Design serial_slice_alu, sky130hd; sources not shown.
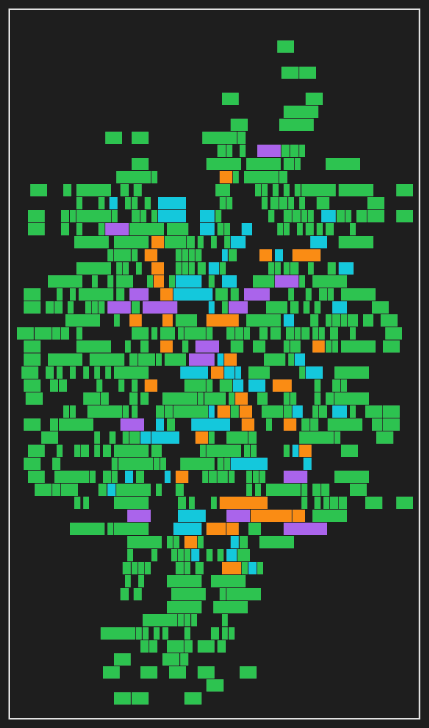
**Above:** drive-strength map.
_6 and larger -> purple  # cells 15, share 2.9%
_3 and _4 cells -> orange  # cells 32, share 6.2%
_2 cells -> cyan  # cells 46, share 8.9%
_0 and _1 cells -> green  # cells 425, share 82%
Area growth syn-to-layout: 42.2%
Repair and plain buffers: 101
Setup WS post-layout: 32.7 ps
post-route cell area: 0.00431 mm²

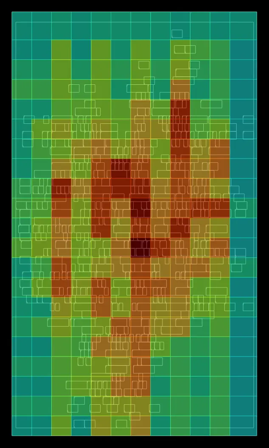
**Above:** routing congestion map.
met3 global-route usage: 2.85%
Total Routing Usage GR: 14.9%
Post-Route Utilization: 36.8%
DR WL/cell: 14.0 µm

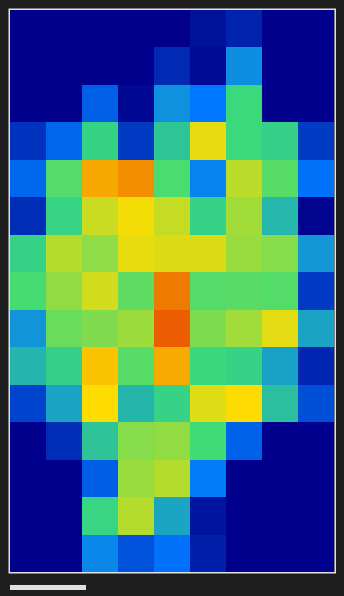
**Above:** local utilization.
The bar under the picture is 20 µm long. 9 x 15 tiles, from dark blue (low) to red (high), 0 to 100% covered.
mean over tiles = 33%
densest ninth of the die = centre
tiles over 75% full = 4.4%
nearly empty tiles = 27%
emptiest ninth of the die = south-east
Core Area: 0.0117 mm²
starting density of the core: 25.9%

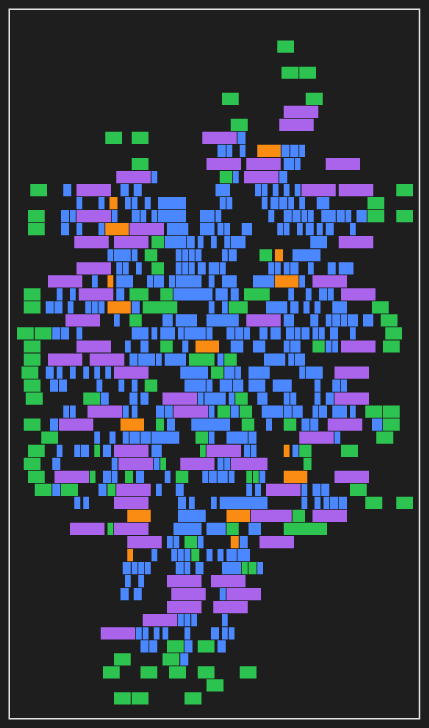
**Above:** cell classes on the final placement.
combinational and other logic -> blue  # cells 342, share of their area 45%
flops -> purple  # cells 60, share of their area 29%
clock drivers and dummy loads -> orange  # cells 15, share of their area 3.6%
other buffers and delay cells -> green  # cells 101, share of their area 22%
Cell Rows: 52
sequential cell area share: 28.0%

==> results.sh <==
# source this file to load flow results
export IMPL_status="finished clean"
export IMPL_compound_area_share_pct=17.6
export IMPL_finalClockSkew_ps=9.77
export IMPL_globalplace_congestion=0.900
export IMPL_hpwl_mm=6.86
export IMPL_fin_crit_sh_pct=98.7
export IMPL_cp_max_fo=5
export IMPL_max_freq_mhz=390
export IMPL_cts_sinks=60
export IMPL_inv_count=37
export IMPL_die_area_mm2=0.0126
export IMPL_synth_area_per_cell_um2=7.17
export IMPL_min_period_ps=2570
export IMPL_hold_path_class="flip-flop to flip-flop"
export IMPL_logic_area_mm2=0.00173
export IMPL_rsz0062_at_grt="yes"
export IMPL_stdcell_count=653
export IMPL_syn_nets=477
export IMPL_cts_inserted_buffers=9
export IMPL_most_common_cell="nor2_1"
export IMPL_vias=3066
export IMPL_dominant_cells="multi-input combinational cells"
export IMPL_ys_sh_adder_pct=7.09
export IMPL_nets=568
export IMPL_holdBufCountCts=0
export IMPL_synth_comb_largest_family="simple AND/OR/NAND/NOR gates"
export IMPL_clkCellAreaFrac_pct=3.48
export IMPL_finalPower_w=0.00233
export IMPL_insertion_delay_ps=350
export IMPL_topCellsByArea="dfxtp_1 40%, nor2_1 11%, nand2_1 8.4%"
export IMPL_path_class="flip-flop to flip-flop"
export IMPL_yosysTopAreaCellShare_pct=39.6
export IMPL_p_leak_nw=1.76
export IMPL_grt_pass1_vias=3037
export IMPL_flop_count=60
export IMPL_reg2reg_depth=15
export IMPL_antenna_found_initial=0
export IMPL_comb_cells=305
export IMPL_n_fill_cell=1262
export IMPL_yosys_area_mm2=0.00303
export IMPL_cts_max_level=3
export IMPL_taps=135
export IMPL_dieWidth_um=85.3
-- per-layer routing --
layer | up-vias | track usage [%] | part of all wire, %
met5 | - | 0 | 0
met4 | 0 | 7.08 | 2.5
met3 | 17 | 2.85 | 4.2
met2 | 73 | 28.7 | 56
met1 | 1413 | 15.0 | 37
li1 | 1563 | - | -
-- cell families after synthesis --
group,after synthesis
compound gates,95
xor+xnor,5
fa+ha+maj,16
buf+inv,58
flops,60
simple gates,189
-- where the power goes --
group	internal, W	switching, W
Combinational	0.000294	0.000348
Clock	0.000324	0.000352
Sequential	0.000974	0.0000397
Total	0.00159	0.000740
-- critical path: stages, from the launching register on --
cell,delay [ps]
dfxtp_4,370
inv_4,60
buf_6,110
clkbuf_16,140
nand2_4,50
a32oi_4,200
inv_2,80
fa_2,390
fa_2,370
nand2_1,100
a21oi_2,60
nor2_2,130
nand2_1,80
nor2_2,150
nand2_1,90
a21oi_2,110
-- repair_timing --
item	CTS	global route
pin swaps	4	4
endpoints found under the setup margin	14	18
setup buffers	17	5
resized	18	31
endpoints found under the hold margin	0	0
-- placed cells by master (no fill, tap or decap), types with 3 or more instances in the layout --
| cell | n |
|---|---|
| clkbuf_1 | 8 |
| buf_4 | 23 |
| dfxtp_1 | 58 |
| buf_2 | 6 |
| a21oi_1 | 27 |
| inv_2 | 7 |
| clkbuf_8 | 9 |
| o21ai_0 | 44 |
| clkdlybuf4s50_1 | 58 |
| nor2_2 | 3 |
| nor2_1 | 83 |
| nand4_1 | 4 |
| xor2_2 | 3 |
| nand2_2 | 5 |
| nand2_1 | 64 |
| a21oi_2 | 7 |
| a32o_1 | 4 |
| nand3_2 | 3 |
| clkinv_2 | 3 |
| inv_1 | 31 |
| ha_1 | 13 |
| a32oi_2 | 3 |
| nand3_1 | 13 |
| nor4_1 | 4 |
Power figures rest on the tool's default switching activity, not on a simulated workload.
